<file path="config.mk">
export PLATFORM = sky130hd
export DESIGN_NAME = mem_access_unit
export DESIGN_NICKNAME = d
export VERILOG_FILES = /design/src/rtl/mau_pkg.sv /design/src/rtl/mem_access_unit.sv
export SDC_FILE = /design/constraint.sdc
export NUM_CORES = 1
export LEC_CHECK = 0
export ABC_AREA = 1
export ABC_CLOCK_PERIOD_IN_PS = 2400
export CAP_MARGIN = 20
export CORE_UTILIZATION = 52
export DETAILED_ROUTE_END_ITERATION = 12
export GPL_TIMING_DRIVEN = 0
export PLACE_DENSITY = 0.92
export SLEW_MARGIN = 25
export SYNTH_ARGS = -nofsm -noshare
export SYNTH_HDL_FRONTEND = slang
export SYNTH_SLANG_ARGS = --single-unit
</file>
<file path="constraint.sdc">
create_clock -name clk -period 2.4 [get_ports clk]
set_clock_uncertainty 0.1 [all_clocks]
set_input_delay 0.36 -clock clk [delete_from_list [all_inputs] [get_ports clk]]
set_output_delay 0.36 -clock clk [all_outputs]
set_load 0.05 [all_outputs]
</file>
<file path="src/rtl/mau_pkg.sv">
// Shared definitions for the MEM-stage memory access unit: op encodings,
// FSM states and parameter defaults.
package mau_pkg;
  localparam int          AW_DEF       = 16;
  localparam int          DW_DEF       = 16;
  localparam logic [15:0] SP_INIT_DEF  = 16'h0FFF;
  localparam logic [15:0] SP_LIMIT_DEF = 16'h0800;

  typedef enum logic [2:0] {
    OP_NOP    = 3'd0,
    OP_LOAD   = 3'd1,
    OP_STORE  = 3'd2,
    OP_PUSH16 = 3'd3,
    OP_POP16  = 3'd4,
    OP_PUSH32 = 3'd5,
    OP_POP32  = 3'd6
  } op_e;

  typedef enum logic [2:0] {
    IDLE = 3'd0,
    WR1  = 3'd1,
    WR2  = 3'd2,
    RD1  = 3'd3,
    RD2  = 3'd4,
    CAP  = 3'd5,
    DONE = 3'd6
  } state_e;
endpackage

</file>
<file path="src/rtl/mem_access_unit.sv">
// MEM-stage data-memory initiator. Breaks one pipeline request into single
// word accesses and owns the downward-growing stack pointer.
// Optional macro MAU_STACK_CHECK_EN: adds stack_err and suppresses pushes
// below SP_LIMIT / pops above SP_INIT instead of wrapping.
module mem_access_unit import mau_pkg::*; #(
  parameter int            AW      = AW_DEF,
  parameter int            DW      = DW_DEF,
  parameter logic [AW-1:0] SP_INIT = AW'(SP_INIT_DEF)
`ifdef MAU_STACK_CHECK_EN
  , parameter logic [AW-1:0] SP_LIMIT = AW'(SP_LIMIT_DEF)
`endif
) (
  input  logic            clk,
  input  logic            rst_n,
  input  logic            req_valid,
  output logic            req_ready,
  input  logic [2:0]      req_op,
  input  logic [AW-1:0]   req_addr,
  input  logic [2*DW-1:0] req_wdata,
  output logic            resp_valid,
  output logic [2*DW-1:0] resp_data,
  output logic            busy,
  output logic [AW-1:0]   sp,
  output logic            mem_read,
  output logic            mem_write,
  output logic [AW-1:0]   mem_addr,
  output logic [DW-1:0]   mem_wdata,
  input  logic [DW-1:0]   mem_rdata
`ifdef MAU_STACK_CHECK_EN
  , output logic          stack_err
`endif
);

  localparam logic [AW-1:0] ONE = AW'(1);
  localparam logic [AW-1:0] TWO = AW'(2);

  state_e        state;
  op_e           op_q;
  logic [DW-1:0] wlo_q;   // low half of PUSH32 data, written in WR2
  logic [DW-1:0] lo_q;    // low word of POP32, captured while RD2 strobes
  logic          err_q;   // current op was rejected by the stack check
  logic          chk_err;

  assign busy = ~req_ready;

`ifdef MAU_STACK_CHECK_EN
  logic [AW:0] sp_x;
  assign sp_x = {1'b0, sp};

  // Bounds check done in AW+1 bits so the comparison itself cannot wrap
  always_comb begin
    chk_err = 1'b0;
    case (op_e'(req_op))
      OP_PUSH16: chk_err = sp_x < ({1'b0, SP_LIMIT} + 1'b1);
      OP_PUSH32: chk_err = sp_x < ({1'b0, SP_LIMIT} + 2'd2);
      OP_POP16:  chk_err = (sp_x + 1'b1) > {1'b0, SP_INIT};
      OP_POP32:  chk_err = (sp_x + 2'd2) > {1'b0, SP_INIT};
      default:   chk_err = 1'b0;
    endcase
  end

  // err_q still describes the op being completed while resp_valid is high
  assign stack_err = resp_valid & err_q;
`else
  assign chk_err = 1'b0;
`endif

  // Request sequencer: every strobe, address and response is registered here
  always_ff @(posedge clk or negedge rst_n) begin
    if (!rst_n) begin
      state      <= IDLE;
      op_q       <= OP_NOP;
      wlo_q      <= '0;
      lo_q       <= '0;
      err_q      <= 1'b0;
      sp         <= SP_INIT;
      req_ready  <= 1'b1;
      resp_valid <= 1'b0;
      resp_data  <= '0;
      mem_read   <= 1'b0;
      mem_write  <= 1'b0;
      mem_addr   <= '0;
      mem_wdata  <= '0;
    end else begin
      mem_read   <= 1'b0;
      mem_write  <= 1'b0;
      resp_valid <= 1'b0;
      case (state)
        IDLE, DONE: begin
          state     <= IDLE;
          req_ready <= 1'b1;
          if (req_valid) begin
            op_q  <= op_e'(req_op);
            err_q <= chk_err;
            wlo_q <= req_wdata[DW-1:0];
            case (op_e'(req_op))
              OP_LOAD: begin
                state     <= RD1;
                req_ready <= 1'b0;
                mem_read  <= 1'b1;
                mem_addr  <= req_addr;
              end
              OP_STORE: begin
                state     <= WR1;
                req_ready <= 1'b0;
                mem_write <= 1'b1;
                mem_addr  <= req_addr;
                mem_wdata <= req_wdata[DW-1:0];
              end
              OP_PUSH16, OP_PUSH32: begin
                state     <= WR1;
                req_ready <= 1'b0;
                if (!chk_err) begin
                  mem_write <= 1'b1;
                  mem_addr  <= sp;
                  mem_wdata <= (op_e'(req_op) == OP_PUSH32) ? req_wdata[2*DW-1:DW]
                                                            : req_wdata[DW-1:0];
                end
              end
              OP_POP16, OP_POP32: begin
                state     <= RD1;
                req_ready <= 1'b0;
                if (!chk_err) begin
                  mem_read <= 1'b1;
                  mem_addr <= sp + ONE;
                end
              end
              default: ;  // NOP and reserved: accepted, nothing happens
            endcase
          end
        end
        WR1: begin
          if (op_q == OP_PUSH32) begin
            state <= WR2;
            if (!err_q) begin
              mem_write <= 1'b1;
              mem_addr  <= sp - ONE;
              mem_wdata <= wlo_q;
            end
          end else begin
            state      <= DONE;
            resp_valid <= 1'b1;
            req_ready  <= 1'b1;
            if (op_q == OP_PUSH16 && !err_q) sp <= sp - ONE;
          end
        end
        WR2: begin
          state      <= DONE;
          resp_valid <= 1'b1;
          req_ready  <= 1'b1;
          if (!err_q) sp <= sp - TWO;
        end
        RD1: begin
          if (op_q == OP_POP32) begin
            state <= RD2;
            if (!err_q) begin
              mem_read <= 1'b1;
              mem_addr <= sp + TWO;
            end
          end else begin
            state <= CAP;
            if (op_q == OP_POP16 && !err_q) sp <= sp + ONE;
          end
        end
        RD2: begin
          state <= CAP;
          if (!err_q) begin
            lo_q <= mem_rdata;
            sp   <= sp + TWO;
          end
        end
        CAP: begin
          state      <= DONE;
          resp_valid <= 1'b1;
          req_ready  <= 1'b1;
          if (!err_q)
            resp_data <= (op_q == OP_POP32) ? {mem_rdata, lo_q} : {{DW{1'b0}}, mem_rdata};
        end
        default: begin
          state     <= IDLE;
          req_ready <= 1'b1;
        end
      endcase
    end
  end

endmodule

</file>
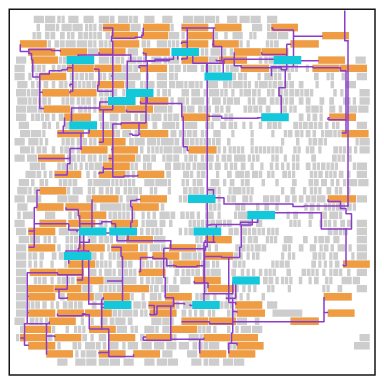
Run 1: clock network drawn from the DEF
Drawn at 3 px/um.
cyan -> clock drivers  # count 17
orange -> flip-flops  # count 122
purple -> clock wires  # length 1750 um
flops lie = widely spread
Late-Pin Clk Latency: 0.43 ns
part of the power in the clock network: 16.4%
Clk power: 2.66 mW

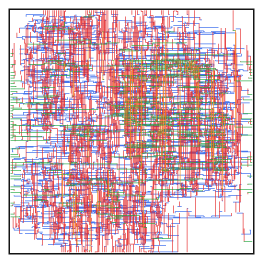
Run 1: metal layers overlaid
Drawn at 2 px/um.
blue -> metal 1  # wire length 9500 um
orange -> metal 4  # wire length 1120 um
red -> metal 2  # wire length 12000 um
green -> metal 3  # wire length 2600 um
Vias: 8314
DR WL/cell: 17.35 um

==> impl_metrics.py, run 1 <==
# Flow results
metrics = {
    "synth": {
        "yosys.area_share.adder_pct": 0.8433,
        "synthDistinctLibCells": 40,
        "netlist_instances": 1080,
        "yosysChipArea_mm2": 0.007418,
        "yosysSeqAreaShare_pct": 41.37,
        "numSynthFlops": 122,
        "ys_sh_xor_pct": 2.243,
    },
    "pwr": {
        "seq_power_share_pct": 23.2,
        "ir_drop_mv": 1.021,
        "p_comb_mw": 9.76,
    },
    "floorplan": {
        "placementRows": 43,
        "die_h_um": 121.4,
        "pin_count": 155,
        "coreArea_mm2": 0.01388,
    },
    "grt": {
        "grtUsageMet2_pct": 57.49,
        "grt_pass1_wl_um": 39160,
        "top_usage_layer": "met2",
        "grt_pass1_vias": 7756,
    },
    "worst_setup_path": {
        "slowest_stage": "clkdlybuf4s50_1",
        "cp.arrival_ns": 1.88,
        "cp.required_ns": 1.94,
        "critPathCaptureType": "output port",
    },
    "cells_and_area": {
        "insertedDiodeCount": 1,
        "regArea_mm2": 0.003069,
        "nNonClkBuffers": 216,
        "syn2layout_area_growth_pct": 33.23,
        "lay_top_count": "nand2_1",
    },
    "clock_tree": {
        "postCtsSetupRepairBufs": 0,
        "cts_resized": 3,
        "htreeDepth": 4,
        "cts_sinks": 122,
    },
    "sta": {
        "finalHoldViolCount": 0,
        "tightest_slew_ns": 0.6913,
        "holdWs_ns": 0.2646,
        "finalSetupViolations": 0,
        "rsz0062_at_grt": "no",
        "slew_headroom_pct": 53.91,
    },
    "placement": {
        "dpl_cell_area_mm2": 0.009218,
        "dpl.hpwl_um": 17310,
        "gp_congestion": 1.041,
    },
    "route": {
        "drt_iter0_drc": 858,
        "drtAntennaViolNets": 0,
    },
    "run_status": {
        "status": "completed",
    },
}
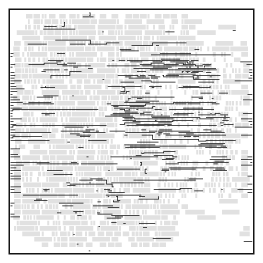
Run 1: metal 3
Drawn at 2 px/um.
longest straight run = 46.7 um
main direction = horizontal
share of all routed wire = 10%
nets with wire on the layer = 233
wire length on this layer = 2600 um
routed wire length: 25200 um
met3 Use GR: 8.318%

## run 1: synth_stat cells, drive strengths merged, types with 2 or more instances
cell type  count
clkinv         3
buf           22
xnor2          2
nor3           2
ha             5
nand2        341
a21oi         28
o21bai         2
inv           94
or2            2
o22ai          5
o21ai        133
nand4         16
nor2         126
clkbuf        34
o31ai         11
a22oi          4
dfstp         13
a31oi          3
xor2          17
dfrtp        109
nand3        105
## run 1: logic make-up after synthesis
family,count (synthesis)
XOR/XNOR,19
AND-OR/OR-AND,188
flip-flops,122
AND/OR/NAND/NOR,593
buffers and inverters,153
adder cells (fa/ha/maj),5
## run 1: per-layer routing
metal,share of wire [%],wire length (um)
met1,38,9501
met2,48,11980
met3,10,2604
met4,4.4,1121
met5,0,0
==> inputs of run 2 (changes only) <==
- CORE_MARGIN: not set -> 4
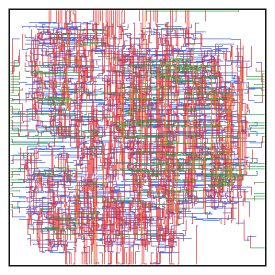
Run 2: metal layers overlaid
Drawn at 2 px/um.
orange -> metal 4  # wire length 1010 um
red -> metal 2  # wire length 12400 um
blue -> metal 1  # wire length 9920 um
green -> metal 3  # wire length 2600 um
DR WL/cell: 17.90 um
Vias: 8329

==> run 2 against run 1 <==
Count of clock-buffer cells in the layout grew 1; final cell count shrank 0.21%; sequential power is essentially flat; total power up 1.0%; clock power rose by 7%; global-route usage down 2.8 points; sequential share of layout area decreased by 0.12 points; maximum frequency shrank 0.41%; critical path type unchanged; largest cell class unchanged.
==> impl_metrics.py, run 2 <==
# Flow results
metrics = {
    "run_status": {
        "status": "completed",
    },
    "worst_setup_path": {
        "worstSetupStartpointType": "flop",
        "critPathCaptureType": "output port",
        "cp.arrival_ns": 1.89,
        "cp.required_ns": 1.94,
        "slowest_stage": "clkdlybuf4s50_1",
    },
    "grt": {
        "met3_usage_pct": 6.689,
        "grt_pass1_wl_um": 41370,
        "grtUsageMet2_pct": 52.96,
        "grt_pass1_vias": 8193,
        "top_usage_layer": "met2",
    },
    "route": {
        "drtAntennaViolNets": 0,
        "drc_errors": 0,
        "drt_iter0_drc": 986,
        "drt_wl_total_um": 25950,
    },
    "sta": {
        "slew_headroom_pct": 54.02,
        "rsz0062_at_grt": "no",
        "tightest_slew_ns": 0.6896,
        "finalSetupViolations": 0,
        "finalHoldViolCount": 0,
        "holdWs_ns": 0.2722,
    },
    "synth": {
        "yosysMostFrequentCell": "nand2_1",
        "yosys.area_share.adder_pct": 0.8433,
        "netlist_instances": 1080,
        "synthDistinctLibCells": 40,
        "ys_top_cells_by_count": "340 x nand2_1, 119 x nor2_1, 109 x dfrtp_1",
        "yosysSeqAreaShare_pct": 41.37,
        "yosysTopAreaCell": "dfrtp_1",
        "yosysChipArea_mm2": 0.007418,
        "numSynthFlops": 122,
        "ys_sh_xor_pct": 2.243,
        "async_reset_ff_share_pct": 100.0,
    },
    "cells_and_area": {
        "syn2layout_area_growth_pct": 33.73,
        "n_clock_buffer": 18,
        "drive_above_1_share_pct": 8.268,
        "nNonClkBuffers": 214,
        "insertedDiodeCount": 0,
        "logic_gates": 805,
        "largest_cell_class": "logic gates",
        "layout.cells.non_filler": 1450,
        "regArea_mm2": 0.003069,
    },
    "clock_tree": {
        "cts_resized": 2,
        "insertion_delay_ns": 0.43,
        "htreeDepth": 4,
        "postCtsSetupRepairBufs": 0,
        "cts_sinks": 122,
    },
    "floorplan": {
        "die_h_um": 127.4,
        "placementRows": 43,
        "pin_count": 155,
        "coreArea_mm2": 0.01393,
        "n_tap_cell": 180,
    },
    "placement": {
        "gp_congestion": 0.9822,
        "dpl.hpwl_um": 18110,
    },
    "pwr": {
        "ir_drop_mv": 0.9595,
    },
}
-- run 2: netlist changes by cell type in the layout (fill, tap and decap cells not counted), sizes merged --
cell,before,now
inv,102,99
buf,28,26
bufinv,2,4
clkbuf,51,52
clkinv,6,7
clkinvlp,2,1
diode,1,0
-- run 2: cell families (layout without fill, tap and decap cells) --
kind of cell,Yosys count,after routing
xor+xnor,19,19
compound gates,188,188
buf+inv,153,343
flops,122,122
fa+ha+maj,5,5
simple gates,593,593
-- run 2: report_power, final --
group	internal, mW	switching [mW]
sequential	3.12	0.617
clock	1.79	1.06
combinational	2.94	6.80
total	7.86	8.47
-- run 2: layer usage --
metal	routed length (um)	vias to the layer above
met1	9922	3898
li1	-	3845
met4	1012	0
met3	2604	89
met5	0	-
met2	12410	497
Power is estimated from default activity; no workload was simulated.
